### Cells by drive strength, run 1

(10 px per um)
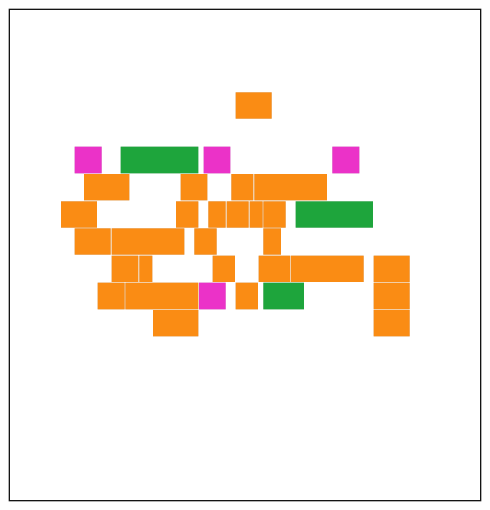
### Signal wires on met3, run 1

(6 px per um)
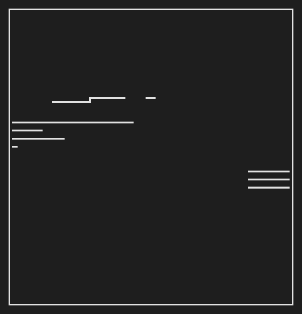
### M2 wires, run 1

(6 px per um)
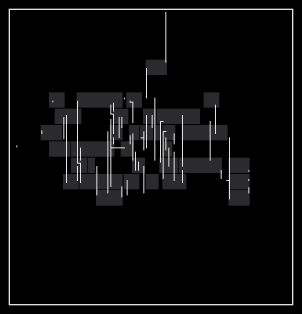
`src/rtl/counter_to_32.sv`:
```
// counter_to_32: free-running step counter that flags its terminal value, sequencing the multiplier
// Holds at LAST or wraps to 0 depending on SATURATE; outputs are registered with no input-to-output path.
module counter_to_32 #(
    parameter int WIDTH    = 5,
    parameter int LAST     = 31,
    parameter bit SATURATE = 1'b1
) (
    input  logic             clk,
    input  logic             reset,
    output logic [WIDTH-1:0] count,
    output logic             reached
);
    if (LAST < 1 || LAST > (2 ** WIDTH) - 1) begin : g_bad_last
        $error("counter_to_32: LAST must satisfy 1 <= LAST <= 2**WIDTH-1");
    end
    localparam logic [WIDTH-1:0] LAST_W = WIDTH'(LAST);
    logic [WIDTH-1:0] next_count;
    always_comb begin
        next_count = (count == LAST_W) ? (SATURATE ? LAST_W : '0) : count + WIDTH'(1);
    end
    // reached is derived from next_count so it lands in the same edge as count
    always_ff @(posedge clk) begin
        if (!reset) begin
            count   <= '0;
            reached <= 1'b0;
        end else begin
            count   <= next_count;
            reached <= (next_count == LAST_W);
        end
    end
endmodule

```
`config.mk`:
```
export PLATFORM = sky130hd
export DESIGN_NAME = counter_to_32
export DESIGN_NICKNAME = d
export VERILOG_FILES = /design/src/rtl/counter_to_32.sv
export SDC_FILE = /design/constraint.sdc
export NUM_CORES = 1
export LEC_CHECK = 0
export ABC_AREA = 0
export CAP_MARGIN = 20
export CORE_AREA = 5 5 42 44
export CTS_CLUSTER_SIZE = 30
export DETAILED_ROUTE_END_ITERATION = 10
export DIE_AREA = 0 0 47 49
export GPL_ROUTABILITY_DRIVEN = 0
export HOLD_SLACK_MARGIN = 0.15
export SLEW_MARGIN = 30
export SYNTH_ARGS = -nofsm -noshare
export SYNTH_HDL_FRONTEND = slang
export SYNTH_SLANG_ARGS = --single-unit
```
`constraint.sdc`:
```
create_clock -name clk -period 1.45 [get_ports clk]
set_input_delay 0.2175 -clock clk [delete_from_list [all_inputs] [get_ports clk]]
set_output_delay 0.2175 -clock clk [all_outputs]
set_load 0.005 [all_outputs]
```
==> impl_metrics.env, run 1 <==
# flow metrics
export IMPL_netlist_area_um2=236.5
export IMPL_timing_setup_critical_path_class="flip-flop to primary output"
export IMPL_antenna_left=0
export IMPL_root_buffer="clkbuf_4"
export IMPL_die_w_um=47
export IMPL_maxCapViolCount=0
export IMPL_fp_util_pct=16.88
export IMPL_drv_slew=0
export IMPL_grtUsageTotal_pct=5.011
export IMPL_grt_pass1_wl_um=800
export IMPL_end_kind="primary output"
export IMPL_cts_hold_buf=0
export IMPL_netlist_instances=23
export IMPL_ys_types=13
export IMPL_ys_warn_count=0
export IMPL_drt_pass1_iterations=4
export IMPL_drc=0
export IMPL_cts_made_buffers=3
export IMPL_seq_power_mw=0.181
export IMPL_tightest_slew_ns=0.1992
export IMPL_critPathMaxFanout=6
export IMPL_worst_path_dominant_cell_family="buffers and inverters"
export IMPL_edf_count=0
export IMPL_yosys_area_top_type="dfxtp_1"
export IMPL_comb_power_share_pct=11.2
export IMPL_period_used_pct=95.93
export IMPL_cp_arrival_ns=1.17
export IMPL_final_cell_mix="clkdlybuf4s50_1 (6), dfxtp_1 (4), a31oi_1 (3), clkbuf_4 (3)"
export IMPL_max_freq_mhz=718.9
export IMPL_grt_pass1_vias=191
export IMPL_synthTopCellsByArea="dfxtp_1 (51%), a31oi_1 (7.9%), a21boi_0 (6.3%)"
export IMPL_status="finished clean"
export IMPL_holdCritPathClass="flip-flop to flip-flop"
export IMPL_clock_sinks=6
export IMPL_seq_power_share_pct=48.9
export IMPL_cts_max_path_buffers=2
export IMPL_worstSkewPairLatency_ns=0.24
export IMPL_ys_top_cells_by_count="dfxtp_1 (6), a31oi_1 (3), a21boi_0 (2), nand4_1 (2), nor2b_1 (2)"
export IMPL_critical_path_buf_inv_count=1
export IMPL_period_needed_ns=1.391
export IMPL_start_kind="flip-flop"
export IMPL_power_density_nw_per_um2=1022
export IMPL_cts_tree="done"
export IMPL_top_cell_area_share_pct=50.79
export IMPL_hold_viol=0
export IMPL_core_um2=1401
export IMPL_crit_path_cell_trace="clkdlybuf4s50_1"
Back to the opening pictures, 'Cells by drive strength':
legend:
  drive 3 to 4:
    colour: magenta
    cells: 4
    share: 12%
  drive 1 or less:
    colour: orange
    cells: 27
    share: 79%
  drive 2:
    colour: green
    cells: 3
    share: 8.8%

Back to the opening pictures, 'Signal wires on met3':
wire length on this layer: 68.1 um
main direction: horizontal
final wirelength: 483 um
vias post-DR: 220
met3 usage: 5.904%

Back to the opening pictures, 'M2 wires':
main direction: vertical
share of all routed wire: 40%
nets with wire on the layer: 30

## run 1: routing by layer
| layer | part of all wire [%] | vias to the layer above |
|---|---|---|
| li1 | - | 112 |
| met1 | 46 | 97 |
| met2 | 40 | 11 |
| met3 | 14 | 0 |
| met4 | 0 | 0 |
| met5 | 0 | - |
## run 1: cell type report
type                       instances  area share (%)
tap                               16           5.536
inverter                           1           1.038
multi-input combinational         16           31.14
clock buffer                       3           6.228
sequential                         6           33.91
timing repair buffer               8           22.15
## run 1: flip-flops by register name, summed over array words and instances (netlist names)
register	cells
count	5
reached	1
## run 1: timing repair
item | 4_1_cts | 5_1_grt
setup endpoints to repair | 1 | 2
cloned | 0 | 0
resized | 1 | 2
## run 1: stage by stage
| stage | util (%) | power, mW | instances | hold slack (ns) |
|---|---|---|---|---|
| floorplan | - | 0.2007 | 23 | 0.3457 |
| finish | 25.80 | 0.3695 | 50 | 0.5214 |
| detailed placement | 23.84 | 0.2257 | 47 | 0.5332 |
| CTS | 25.54 | 0.3802 | 50 | 0.5294 |
| global route | 25.80 | 0.3965 | 50 | 0.5604 |
| global placement | 23.84 | 0.2252 | 47 | 0.5364 |
## run 1: cells by family after synthesis
family,count (synthesis),synth area share [%]
buf+inv,1,1.586
simple gates,7,19.05
compound gates,7,18.51
flops,6,50.80
fa+ha+maj,2,10.05
## run 1: final timing paths
check                 from        to  slack, ns  cells past startpoint
setup / recovery  count[4]  count[4]       0.06                      1
hold reg to reg   count[3]  count[2]       0.52                      2
hold / removal    count[3]  count[2]       0.52                      2
setup reg to reg  count[1]   reached       0.09                      4
==> run 2, diff against run 1 <==
--- a/config.mk
+++ b/config.mk
@@ -13,7 +13,7 @@
 export DIE_AREA = 0 0 47 49
 export GPL_ROUTABILITY_DRIVEN = 0
 export HOLD_SLACK_MARGIN = 0.15
-export SLEW_MARGIN = 30
+export SLEW_MARGIN = 20
 export SYNTH_ARGS = -nofsm -noshare
 export SYNTH_HDL_FRONTEND = slang
 export SYNTH_SLANG_ARGS = --single-unit
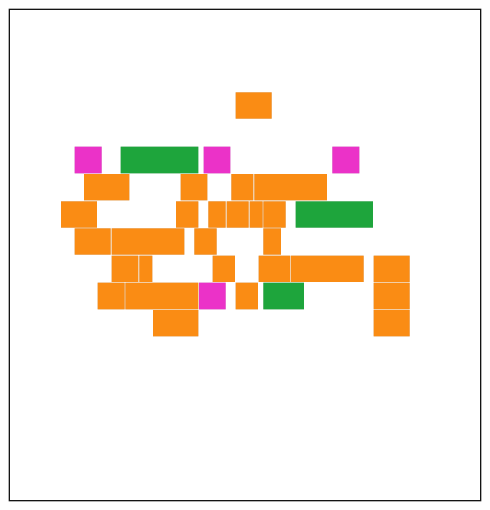
*Cells by drive strength, run 2*
(10 px per um)
legend:
  drive 3 to 4:
    colour: magenta
    cells: 4
    share: 12%
  drive 2:
    colour: green
    cells: 3
    share: 8.8%
  drive 1 or less:
    colour: orange
    cells: 27
    share: 79%
nonclk buf count: 8
post-route cell area: 361.6 um^2
area grow syn2layout: 52.91%

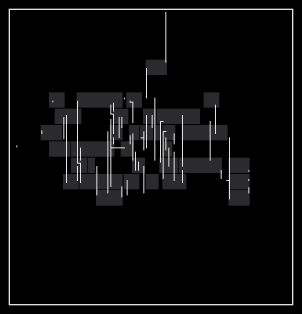
*M2 wires, run 2*
(6 px per um)
nets with wire on the layer: 30
wire length on this layer: 195 um

==> run 2 against run 1 <==
Area after synthesis stayed put. Cell count stayed put. Global-route usage stayed put. Die size stayed put. Wire length stayed put. Critical path type unchanged. Sequential power hardly changed. Clock skew stayed put. Count of clock-buffer cells in the layout stayed put. Largest cell class unchanged. Cell area stayed put. Fmax stayed put. Worst hold slack stayed put. Worst setup slack stayed put.
==> impl_metrics.env, run 2 <==
# flow metrics
export IMPL_grtUsageTotal_pct=5.011
export IMPL_xor_share_pct=0
export IMPL_regMostFlops="count"
export IMPL_drc=0
export IMPL_maxCapViolCount=0
export IMPL_root_buffer="clkbuf_4"
export IMPL_status="finished clean"
export IMPL_start_kind="flip-flop"
export IMPL_drt_pass1_iterations=4
export IMPL_tightest_slew_ns=0.1992
export IMPL_timing_setup_critical_path_class="flip-flop to primary output"
export IMPL_hold_ws_ns=0.5214
export IMPL_worstHoldStart="count[3]"
export IMPL_cts_hold_buf=0
export IMPL_netlist_area_um2=236.5
export IMPL_critPathMaxFanout=6
export IMPL_instances_no_fill=50
export IMPL_power_mw=0.3695
export IMPL_fin_util_pct=25.80
export IMPL_edf_count=0
export IMPL_period_used_pct=95.93
export IMPL_drv_slew=0
export IMPL_fp_util_pct=16.88
export IMPL_cts_tree="done"
export IMPL_critical_path_buf_inv_count=1
export IMPL_holdCritPathClass="flip-flop to flip-flop"
export IMPL_synthTopCellsByArea="dfxtp_1 (51%), a31oi_1 (7.9%), a21boi_0 (6.3%)"
export IMPL_critical_path_startpoint="count[4]"
export IMPL_core_um2=1401
export IMPL_period_needed_ns=1.391
export IMPL_top_logic_kind="simple AND/OR/NAND/NOR gates"
export IMPL_antenna_left=0
export IMPL_aoi_share_pct=18.52
export IMPL_drt_total_wl_um=483
export IMPL_die_w_um=47
export IMPL_comb_power_share_pct=11.2
export IMPL_largest_reg_flops=5
export IMPL_cts_max_path_buffers=2
export IMPL_ys_sh_adder_pct=10.05
export IMPL_hold_viol=0
export IMPL_grt_pass1_vias=191
export IMPL_netlist_instances=23
export IMPL_top_cell_area_share_pct=50.79
==> run 2: cell counts after synthesis <==
No cell type changed its count.
==> run 2: routing by layer <==
| layer | global-route usage [%] | share of wire, % | vias up |
|---|---|---|---|
| met5 | 0 | 0 | - |
| met4 | 0 | 0 | 0 |
| met3 | 5.904 | 14 | 0 |
| met2 | 6.787 | 40 | 11 |
| met1 | 5.531 | 46 | 97 |
| li1 | - | - | 112 |
==> run 2: path summary, 6_finish.rpt <==
path         endpoint  slack, ns  cells after the start
min reg2reg  count[2]       0.52                      2
max reg2reg   reached       0.09                      4
max          count[4]       0.06                      1
min          count[2]       0.52                      2
==> run 2: cells by family (layout without fill, tap and decap cells) <==
family,count (synthesis),count (layout)
AND-OR/OR-AND,7,7
adder cells (fa/ha/maj),2,2
buffers and inverters,1,12
flip-flops,6,6
AND/OR/NAND/NOR,7,7
==> run 2: what timing repair did <==
action | in CTS | in global routing
cloned | 0 | 0
setup buffers | 0 | 0
endpoints found under the hold margin | 0 | 0
gates resized | 1 | 2
endpoints found under the setup margin | 1 | 2
==> run 2: cell type report <==
class                   instances  area (um^2)
fillers                       160         1040
well taps                      16        20.02
flip-flops and latches          6        122.6
repair buffers                  8        80.08
clock buffers                   3        22.52
multi-input cells              16        112.6
inverters                       1        3.754
==> run 2: power groups by stage <==
| stage | combinational (mW) | sequential (mW) | clock (mW) |
|---|---|---|---|
| 2_1_floorplan | 0.0165 | 0.184 | 0 |
| 3_5_place_dp | 0.0424 | 0.183 | 0 |
| 6_report | 0.0414 | 0.181 | 0.147 |
| 5_1_grt | 0.0480 | 0.182 | 0.166 |
| 4_1_cts | 0.0428 | 0.181 | 0.157 |
| 3_3_place_gp | 0.0419 | 0.183 | 0 |
==> run 3, diff against run 2 <==
--- a/config.mk
+++ b/config.mk
@@ -7,10 +7,10 @@
 export LEC_CHECK = 0
 export ABC_AREA = 0
 export CAP_MARGIN = 20
-export CORE_AREA = 5 5 42 44
+export CORE_AREA = 2 2 39 41
 export CTS_CLUSTER_SIZE = 30
 export DETAILED_ROUTE_END_ITERATION = 10
-export DIE_AREA = 0 0 47 49
+export DIE_AREA = 0 0 41 43
 export GPL_ROUTABILITY_DRIVEN = 0
 export HOLD_SLACK_MARGIN = 0.15
 export SLEW_MARGIN = 20
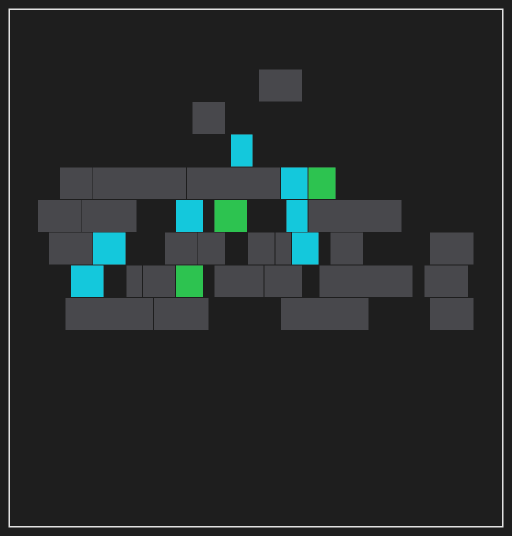
*Gate families picked out, run 3*
(12 px per um)
legend:
  NOR gates:
    colour: green
    cells: 3
  inverting AOI/OAI gates:
    colour: cyan
    cells: 7
    where: middle

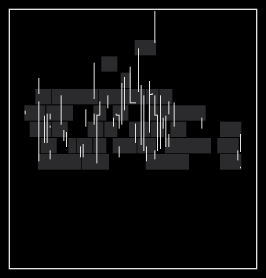
*M2 wires, run 3*
(6 px per um)
nets with wire on the layer: 32
main direction: vertical
longest straight run: 9.90 um

==> run 3 against run 2 <==
Count of clock-buffer cells in the layout is the same. Cell count increased by 2.0%. Clock power is essentially flat. Synthesized cell count unchanged. Via count decreased by 3.2%. First-iteration DRC count down 50%. Fmax is 0.99% higher. Non-clock buffer count up 1. Worst setup slack gained 0.014 ns. Sequential share of layout area shrank 0.24 points. Critical path type unchanged. Largest cell class unchanged. Highest routed layer unchanged.
==> impl_metrics.env, run 3 <==
# flow metrics
export IMPL_wl_per_cell_um=8.608
export IMPL_core_um2=1384
export IMPL_period_used_pct=94.99
export IMPL_top_cell_area_share_pct=50.79
export IMPL_port_buffers=7
export IMPL_post_cts_buffers=0
export IMPL_min_path_cells=2
export IMPL_ys_warn_count=0
export IMPL_largest_reg_flops=5
export IMPL_dr_max_layer_used="met3"
export IMPL_power_density_nw_per_um2=1012
export IMPL_holdCritPathClass="flip-flop to flip-flop"
export IMPL_end_kind="primary output"
export IMPL_cts_made_buffers=3
export IMPL_clock_sinks=6
export IMPL_worstHoldStart="count[4]"
export IMPL_period_needed_ns=1.377
export IMPL_top_usage_layer="met2"
export IMPL_clkTransAtPathRegs_ns=0.04
export IMPL_die_w_um=41
export IMPL_antenna_left=0
export IMPL_yosys_area_top_type="dfxtp_1"
export IMPL_synth_chip_area_um2=236.5
export IMPL_pin_count=8
export IMPL_hold_viol=0
export IMPL_drt_pass1_iterations=2
export IMPL_die_area_um2=1763
export IMPL_rrSetupSlack_ns=0.13
export IMPL_ys_cells=23
export IMPL_status="finished clean"
export IMPL_final_cell_mix="clkdlybuf4s50_1 (6), dfxtp_2 (4), a31oi_1 (3), clkbuf_4 (3)"
export IMPL_edf_count=0
export IMPL_syn2layout_area_growth_pct=57.14
export IMPL_dr_wl_met2_um=171
export IMPL_grt_pass1_wl_um=779
export IMPL_synthTopCellsByArea="dfxtp_1 (51%), a31oi_1 (7.9%), a21boi_0 (6.3%)"
export IMPL_comb_power_share_pct=12.3
export IMPL_yosysMostFrequentCell="dfxtp_1"
export IMPL_min_to="count[2]"
export IMPL_drc=0
export IMPL_drt_total_wl_um=439
export IMPL_regMostFlops="count"
export IMPL_cts_max_path_buffers=2
export IMPL_ys_top_cells_by_count="dfxtp_1 (6), a31oi_1 (3), a21boi_0 (2), nand4_1 (2), nor2b_1 (2)"
export IMPL_skew_ns=0.0006393
export IMPL_crit_path_cell_trace="buf_4, clkdlybuf4s50_1"
export IMPL_timing_setup_critical_path_class="flip-flop to primary output"
export IMPL_dr_wl_met3_um=57
export IMPL_critPathMaxFanout=3
export IMPL_drtIter0Drc=1
export IMPL_cts_tree="done"
export IMPL_cp_arrival_ns=1.16
export IMPL_netlist_instances=23
export IMPL_grtUsageTotal_pct=7.344
export IMPL_power_mw=0.3760
export IMPL_p_int_mw=0.2959
export IMPL_netlist_area_um2=236.5
export IMPL_r2r_start="count[0]"
export IMPL_fin_util_pct=26.85
export IMPL_setup_tns_ns=0
export IMPL_drv_slew=0
export IMPL_worstSkewPairLatency_ns=0.24
export IMPL_num_rows=14
export IMPL_r2r_end="reached"
export IMPL_maxCapViolCount=0
export IMPL_r2r_cells=4
export IMPL_cp_required_ns=1.23
export IMPL_max_freq_mhz=726.0
export IMPL_use_met3_pct=7.853
export IMPL_drt_met1_wl_um=210
export IMPL_hold_ws_ns=0.5039
export IMPL_grt_use_met2_pct=8.438
export IMPL_start_kind="flip-flop"
export IMPL_vias=213
export IMPL_reg_top3="count x5, reached x1"
export IMPL_root_buffer="clkbuf_4"
export IMPL_ys_types=13
export IMPL_seq_power_share_pct=47.9
export IMPL_grt_pass1_vias=194
export IMPL_fp_util_pct=17.09
export IMPL_tightest_slew_ns=0.1956
export IMPL_grt_use_met1_pct=8.091
==> run 3: layout make-up <==
| type | instances | area [um^2] |
|---|---|---|
| multi-input combinational | 16 | 112.6 |
| timing repair buffer | 9 | 87.58 |
| fill | 145 | 1012 |
| tap | 16 | 20.02 |
| inverter | 1 | 3.754 |
| clock buffer | 3 | 22.52 |
| sequential | 6 | 125.1 |
==> run 3: power by group through the flow <==
stage / Combinational (mW) / Clock (mW) / Sequential (mW)
after detailed placement: 0.0469 / 0 / 0.182
after floorplan: 0.0165 / 0 / 0.184
after CTS: 0.0474 / 0.159 / 0.179
final: 0.0463 / 0.150 / 0.180
after global routing: 0.0523 / 0.172 / 0.181
after global placement: 0.0471 / 0 / 0.182
==> run 3: worst max path at each step <==
stage | startpoint | end | slack, ns | depth (start not counted)
floorplan | count[0] | reached | 0.09 | 4
global placement | count[0] | reached | 0.13 | 4
detailed placement | count[0] | reached | 0.13 | 4
CTS | count[0] | count[0] | 0.03 | 2
global route | count[1] | count[1] | 0.02 | 2
finish | count[1] | count[1] | 0.07 | 2
==> run 3: cells by family after synthesis <==
logic type	share of synthesized area, %
AOI/OAI and AO/OA	18.51
and+or+nand+nor	19.05
DFF	50.80
adders and majority gates	10.05
buffers and inverters	1.586
==> run 3: repair_timing <==
item	CTS	global route
hold buffers	0	0
endpoints found under the hold margin	0	0
setup endpoints to repair	1	4
resized	1	4
==> run 3: per-stage QoR <==
step                cells  instance area (um^2)  worst slack, ns
floorplan              23                 236.5          0.08797
global placement       48                 341.6           0.1326
detailed placement     48                 341.6           0.1328
CTS                    51                 365.4          0.02537
global route           51                 371.6          0.02021
finish                 51                 371.6          0.07259
==> run 3: critical path: cells and delay by family, from the launching register on <==
kind / cells / cell delay (ns)
buf+inv: 2 / 0.60
flops: 1 / 0.32
No activity file was given, so power comes from the tool's default toggle rates.
